--- src/rtl/cu_pkg.sv ---
// cu_pkg: shared state encoding, trap causes, opcodes, alu_op codes and decode bundle for mc_control_unit
package cu_pkg;
  typedef enum logic [2:0] {
    S_FETCH  = 3'd0,
    S_DECODE = 3'd1,
    S_EXEC   = 3'd2,
    S_MEM    = 3'd3,
    S_MULDIV = 3'd4,
    S_WB     = 3'd5,
    S_TRAP   = 3'd6
  } state_t;
  localparam logic [1:0] CAUSE_NONE    = 2'd0;
  localparam logic [1:0] CAUSE_ILLEGAL = 2'd1;
  localparam logic [1:0] CAUSE_IMEM    = 2'd2;
  localparam logic [1:0] CAUSE_DMEM    = 2'd3;
  localparam logic [6:0] OP_LUI    = 7'b0110111;
  localparam logic [6:0] OP_AUIPC  = 7'b0010111;
  localparam logic [6:0] OP_JAL    = 7'b1101111;
  localparam logic [6:0] OP_JALR   = 7'b1100111;
  localparam logic [6:0] OP_BRANCH = 7'b1100011;
  localparam logic [6:0] OP_LOAD   = 7'b0000011;
  localparam logic [6:0] OP_STORE  = 7'b0100011;
  localparam logic [6:0] OP_IMM    = 7'b0010011;
  localparam logic [6:0] OP_REG    = 7'b0110011;
  localparam logic [6:0] F7_MULDIV = 7'b0000001;
  localparam logic [1:0] ALU_ADD = 2'b00;
  localparam logic [1:0] ALU_BR  = 2'b01;
  localparam logic [1:0] ALU_R   = 2'b10;
  localparam logic [1:0] ALU_LUI = 2'b11;
  typedef struct packed {
    logic       alu_src;
    logic       mem_to_reg;
    logic       branch;
    logic       jump;
    logic       jump_r;
    logic       auipc;
    logic [1:0] alu_op;
    logic       is_load;
    logic       is_store;
    logic       is_md;
  } dec_t;
endpackage

--- src/rtl/cu_decode.sv ---
// cu_decode: combinational opcode/funct7 decode into control bits plus illegal flag
// Ports: opcode, funct7 in; dec (decode bundle), illegal out.
// CU_MEXT_EN: when defined, funct7=0000001 on R-type decodes as mul/div; otherwise it is illegal.
module cu_decode
  import cu_pkg::*;
(
  input  logic [6:0] opcode,
  input  logic [6:0] funct7,
  output dec_t       dec,
  output logic       illegal
);
  always_comb begin
    dec = '0;
    illegal = 1'b0;
    case (opcode)
      OP_LUI: begin
        dec.alu_src = 1'b1;
        dec.alu_op = ALU_LUI;
      end
      OP_AUIPC: begin
        dec.alu_src = 1'b1;
        dec.auipc = 1'b1;
      end
      OP_JAL: begin
        dec.alu_src = 1'b1;
        dec.jump = 1'b1;
      end
      OP_JALR: begin
        dec.alu_src = 1'b1;
        dec.jump_r = 1'b1;
      end
      OP_BRANCH: begin
        dec.branch = 1'b1;
        dec.alu_op = ALU_BR;
      end
      OP_LOAD: begin
        dec.alu_src = 1'b1;
        dec.mem_to_reg = 1'b1;
        dec.is_load = 1'b1;
      end
      OP_STORE: begin
        dec.alu_src = 1'b1;
        dec.is_store = 1'b1;
      end
      OP_IMM: begin
        dec.alu_src = 1'b1;
        dec.alu_op = ALU_R;
      end
      OP_REG: begin
        dec.alu_op = ALU_R;
        if (funct7 == F7_MULDIV) begin
`ifdef CU_MEXT_EN
          dec.is_md = 1'b1;
`else
          illegal = 1'b1;
`endif
        end
      end
      default: illegal = 1'b1;
    endcase
  end
endmodule

--- src/rtl/mc_control_unit.sv ---
// mc_control_unit: multi-cycle RV32IM control FSM with memory timeouts, traps and retire counter
// Ports: clk, rst; opcode/funct7 from IR; imem_ready, dmem_ready, md_done, branch_taken, trap_ack in;
// memory requests, datapath controls, md_start, trap/trap_cause, state and retire_count out.
// CU_MEXT_EN: when defined, mul/div instructions go through the MULDIV state; otherwise they trap as illegal.
module mc_control_unit
  import cu_pkg::*;
#(
  parameter int MEM_TIMEOUT = 255,
  parameter int CNT_W = 32
) (
  input  logic             clk,
  input  logic             rst,
  input  logic [6:0]       opcode,
  input  logic [6:0]       funct7,
  input  logic             imem_ready,
  input  logic             dmem_ready,
  input  logic             md_done,
  input  logic             branch_taken,
  input  logic             trap_ack,
  output logic             imem_req,
  output logic             dmem_req,
  output logic             ir_write,
  output logic             pc_write,
  output logic             reg_write,
  output logic             mem_read,
  output logic             mem_write,
  output logic             mem_to_reg,
  output logic             alu_src,
  output logic             branch,
  output logic             jump,
  output logic             jump_r,
  output logic             auipc,
  output logic [1:0]       alu_op,
  output logic             md_start,
  output logic             trap,
  output logic [1:0]       trap_cause,
  output logic [2:0]       state,
  output logic [CNT_W-1:0] retire_count
);
  localparam int TW = $clog2(MEM_TIMEOUT + 1);
  state_t cur, nxt;
  dec_t dec, dr;
  logic illegal, retire, waiting, at_limit;
  logic [TW-1:0] tcnt;
  // The datapath picks the branch target itself; PC is written either way.
  logic unused_branch_taken;
  assign unused_branch_taken = branch_taken;
  cu_decode u_decode (
    .opcode (opcode),
    .funct7 (funct7),
    .dec    (dec),
    .illegal(illegal)
  );
  assign state = cur;
  assign {alu_src, mem_to_reg, branch, jump, jump_r, auipc, alu_op} =
    {dr.alu_src, dr.mem_to_reg, dr.branch, dr.jump, dr.jump_r, dr.auipc, dr.alu_op};
  assign waiting = cur == S_FETCH || cur == S_MEM;
  assign at_limit = tcnt == TW'(MEM_TIMEOUT);
  assign retire = nxt == S_FETCH && cur != S_FETCH && cur != S_TRAP;
  always_ff @(posedge clk) begin
    if (rst) cur <= S_FETCH;
    else cur <= nxt;
  end
  always_comb begin
    nxt = cur;
    case (cur)
      S_FETCH:  nxt = imem_ready ? S_DECODE : at_limit ? S_TRAP : S_FETCH;
      S_DECODE: nxt = illegal ? S_TRAP : S_EXEC;
      S_EXEC:   nxt = (dr.is_load || dr.is_store) ? S_MEM : dr.branch ? S_FETCH : dr.is_md ? S_MULDIV : S_WB;
      S_MEM:    nxt = dmem_ready ? (dr.is_load ? S_WB : S_FETCH) : at_limit ? S_TRAP : S_MEM;
      S_MULDIV: nxt = (md_done && !md_start) ? S_WB : S_MULDIV;
      S_WB:     nxt = S_FETCH;
      S_TRAP:   nxt = trap_ack ? S_FETCH : S_TRAP;
      default:  nxt = S_FETCH;
    endcase
  end
`ifdef CU_MEXT_EN
  logic md_prev;
  always_ff @(posedge clk) begin
    if (rst) md_prev <= 1'b0;
    else md_prev <= cur == S_MULDIV;
  end
`endif
  always_comb begin
    imem_req = cur == S_FETCH && !rst;
    ir_write = cur == S_FETCH && imem_ready;
    dmem_req = cur == S_MEM;
    mem_read = dmem_req && dr.is_load;
    mem_write = dmem_req && dr.is_store;
    reg_write = cur == S_WB;
    pc_write = (cur == S_EXEC && dr.branch) || (cur == S_MEM && dmem_ready && dr.is_store)
             || cur == S_WB || (cur == S_TRAP && trap_ack);
    trap = cur == S_TRAP;
`ifdef CU_MEXT_EN
    md_start = cur == S_MULDIV && !md_prev;
`else
    md_start = 1'b0;
`endif
  end
  always_ff @(posedge clk) begin
    if (rst) begin
      dr <= '0;
      tcnt <= '0;
      trap_cause <= CAUSE_NONE;
      retire_count <= '0;
    end else begin
      if (cur == S_DECODE) dr <= dec;
      tcnt <= (nxt != cur) ? '0 : waiting ? tcnt + TW'(1) : tcnt;
      trap_cause <= (cur == S_TRAP) ? (trap_ack ? CAUSE_NONE : trap_cause)
                  : (nxt == S_TRAP) ? (cur == S_DECODE ? CAUSE_ILLEGAL : cur == S_FETCH ? CAUSE_IMEM : CAUSE_DMEM)
                  : trap_cause;
      if (retire) retire_count <= retire_count + CNT_W'(1);
    end
  end
endmodule

--- config.mk ---
export PLATFORM = sky130hd
export DESIGN_NAME = mc_control_unit
export DESIGN_NICKNAME = d
export VERILOG_FILES = /design/src/rtl/cu_pkg.sv /design/src/rtl/cu_decode.sv /design/src/rtl/mc_control_unit.sv
export SDC_FILE = /design/constraint.sdc
export NUM_CORES = 1
export LEC_CHECK = 0
export ABC_AREA = 1
export CAP_MARGIN = 10
export CORE_UTILIZATION = 40
export DETAILED_ROUTE_END_ITERATION = 10
export PLACE_DENSITY = 0.63
export SYNTH_ARGS = -nofsm -noshare
export SYNTH_HDL_FRONTEND = slang
export SYNTH_SLANG_ARGS = --single-unit
export TNS_END_PERCENT = 10
--- constraint.sdc ---
create_clock -name clk -period 5 [get_ports clk]
set_clock_uncertainty 0.1 [all_clocks]
set_input_delay 0.5 -clock clk [delete_from_list [all_inputs] [get_ports clk]]
set_output_delay 0.5 -clock clk [all_outputs]
set_load 0.05 [all_outputs]
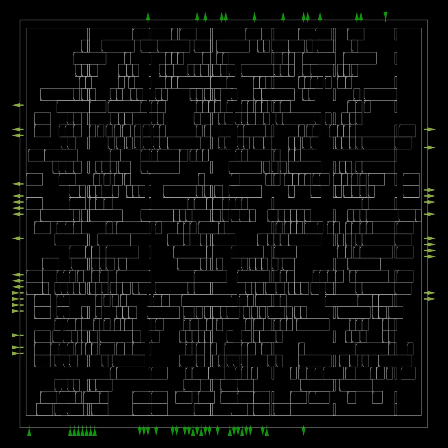
Fig. 1. Cell outlines without signal wires (run 1).
fill count: 806
final cell count without fillers: 710
Core ar.: 7730 um2

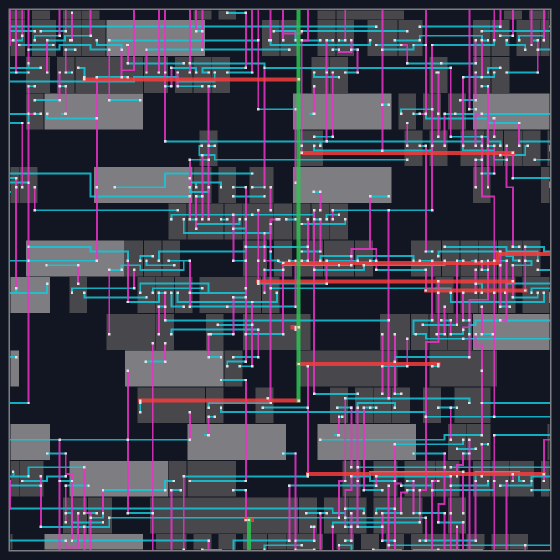
Fig. 2. Layout detail (run 1).
Window x 26 to 66, y 26 to 66 um. Cells in grey, sequential cells in the stronger grey; small squares are vias.
M1: in cyan. M4: in green. M2: in magenta. M3: in red.
Netlist names of flops here include `retire_count` (9), `state` (2). 127 logic cells have their middle in the window. Most frequent: nand2_1 (34), nor2_1 (22), inv_1 (16). Sequential cells in the window: 12.

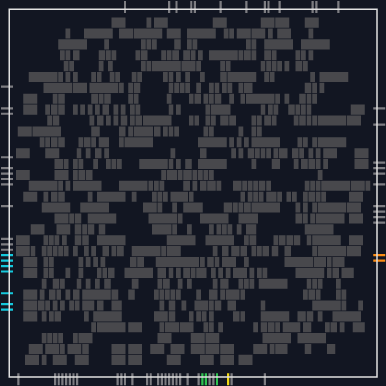
Fig. 3. Pin map (run 1).
Scale: 4 px per um. Pins as bars across the die edge, other pins in grey.
`opcode`: in cyan, pins 7, direction input, edge left. `trap_cause`: in orange, pins 2, direction output, edge right. `ir_write`: in yellow, pins 1, direction output, edge bottom. `state`: in green, pins 3, direction output, edge bottom.

==> run notes, run 1 <==
run metrics: Multi-input comb cells about 400, Fmax around 330 MHz, Reg2Reg Launch Point tcnt[0]$_SDFFE_PP0P_, Antenna diodes 0, status completed, Worst EP required 4.40 ns, via count between 3000 and 4000, Clk Tree Root Cell clkbuf_8, CLK BUF 5, initial antenna violation count 0, Syn Area/Cell about 5.9 um2, most frequent CP cell clkdlybuf4s50_1, kind of launch point of the worst setup path input pin, sequential share of power roughly a third, period utilisation layout approximately 60%, hold path startpoint trap_cause[0]$_SDFFE_PP0P_, measured slew at the worst slew-check pin ~0.88 ns, Clock-cell share 2.66%, PwrDens 393 nW/um2, Post-synth seq share 33.7%, Hold Vio Cnt, Final 0, largest class combinational gates, fin area around 4000 um2, Yosys cell types 31, cell type with the largest total area dfxtp_1, Mapped Cells 540, routed vias/inst approximately 4.7, IO Port Bufs slightly above 70, CTS tree done, post-CTS setup buffers 0, P_int roughly 0.86 mW, Switch Pwr 0.751 mW, placed wire-length estimate 5.83 mm, Top pwr grp combinational logic
Fig. 4: run 1, met2 routing
Scale: 4 px per um.
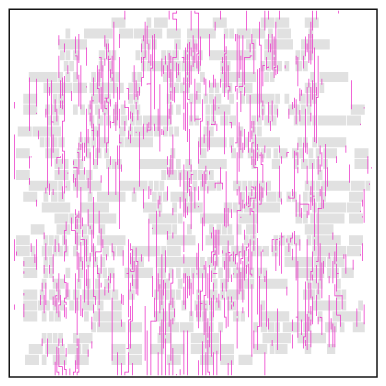

## Run 2: what changed since run 1
- PLACE_DENSITY: 0.63 -> 0.66
- clock period: 5 -> 2.7 ns (I/O delays scaled with it)
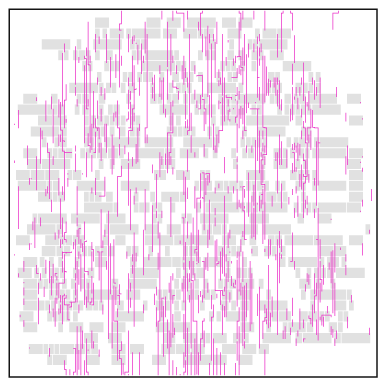
Fig. 5. Met2 routing (run 2).
Scale: 4 px per um.
The wires run mostly vertical. The layer holds 44% of the routed length. The layer carries 3310 um of wire. 457 nets have wire on it. The longest straight run is 33.0 um.
met2 usage: 30.2%
via count: 3301
Routed WL: 7.46 mm

==> run 2 against run 1 <==
Setup slack lost 1.7 ns; cell count grew 0.28%; sequential power grew 86%; count of clock-buffer cells in the layout grew 2; critical path depth is the same; die size is the same; first-iteration DRC count shrank 19%; wire length shrank 3.7%; combinational power grew 91%; register-to-register slack lost 2.1 ns; highest routed layer unchanged.
==> run notes, run 2 <==
run metrics: IO Port Bufs 72, fin area about 4100 um2, routed vias/inst roughly 4.6, kind of launch point of the worst setup path flop, instance count on the critical path 3, Clock transition at path regs approximately 0.1 ns, Clk Tree Root Cell clkbuf_8, CLK BUF 7, Top pwr grp combinational logic, post-CTS setup buffers 0, Post-synth EDFFs 0, measured slew at the worst slew-check pin around 0.65 ns, Top cell excl fill/tap nand2_1, fill count between 700 and 800, Worst EP required 2.33 ns, Multi-input comb cells between 300 and 400, most flop-heavy register retire_count, hold path startpoint trap_cause[1]$_SDFFE_PP0P_, sequential share of power 32.7%, Antenna diodes 0, Switch Pwr ~1.4 mW, Hold Vio Cnt, Final 0, Fmax just over 400 MHz, Clock-cell share around 2.6%, Syn Area/Cell just under 6 um2, largest class combinational gates, Peak VDD IR approximately 0.55 mV, Yosys cell types 31, pre-CTS setup slack 0.313 ns, PwrDens about 730 nW/um2, period utilisation layout between 90% and 100%, Core ar. slightly below 8000 um2, cell type with the largest total area dfxtp_1, Mapped Cells 540, CTS tree done, Reg2Reg Launch Point state[0]$_SDFF_PP0_, placed wire-length estimate 5.63 mm, status completed, final cell count without fillers 712, setup ws final 0.234 ns, initial antenna violation count 0, number of non-clock inverters between 80 and 90
Power and IR drop assume default switching activity.
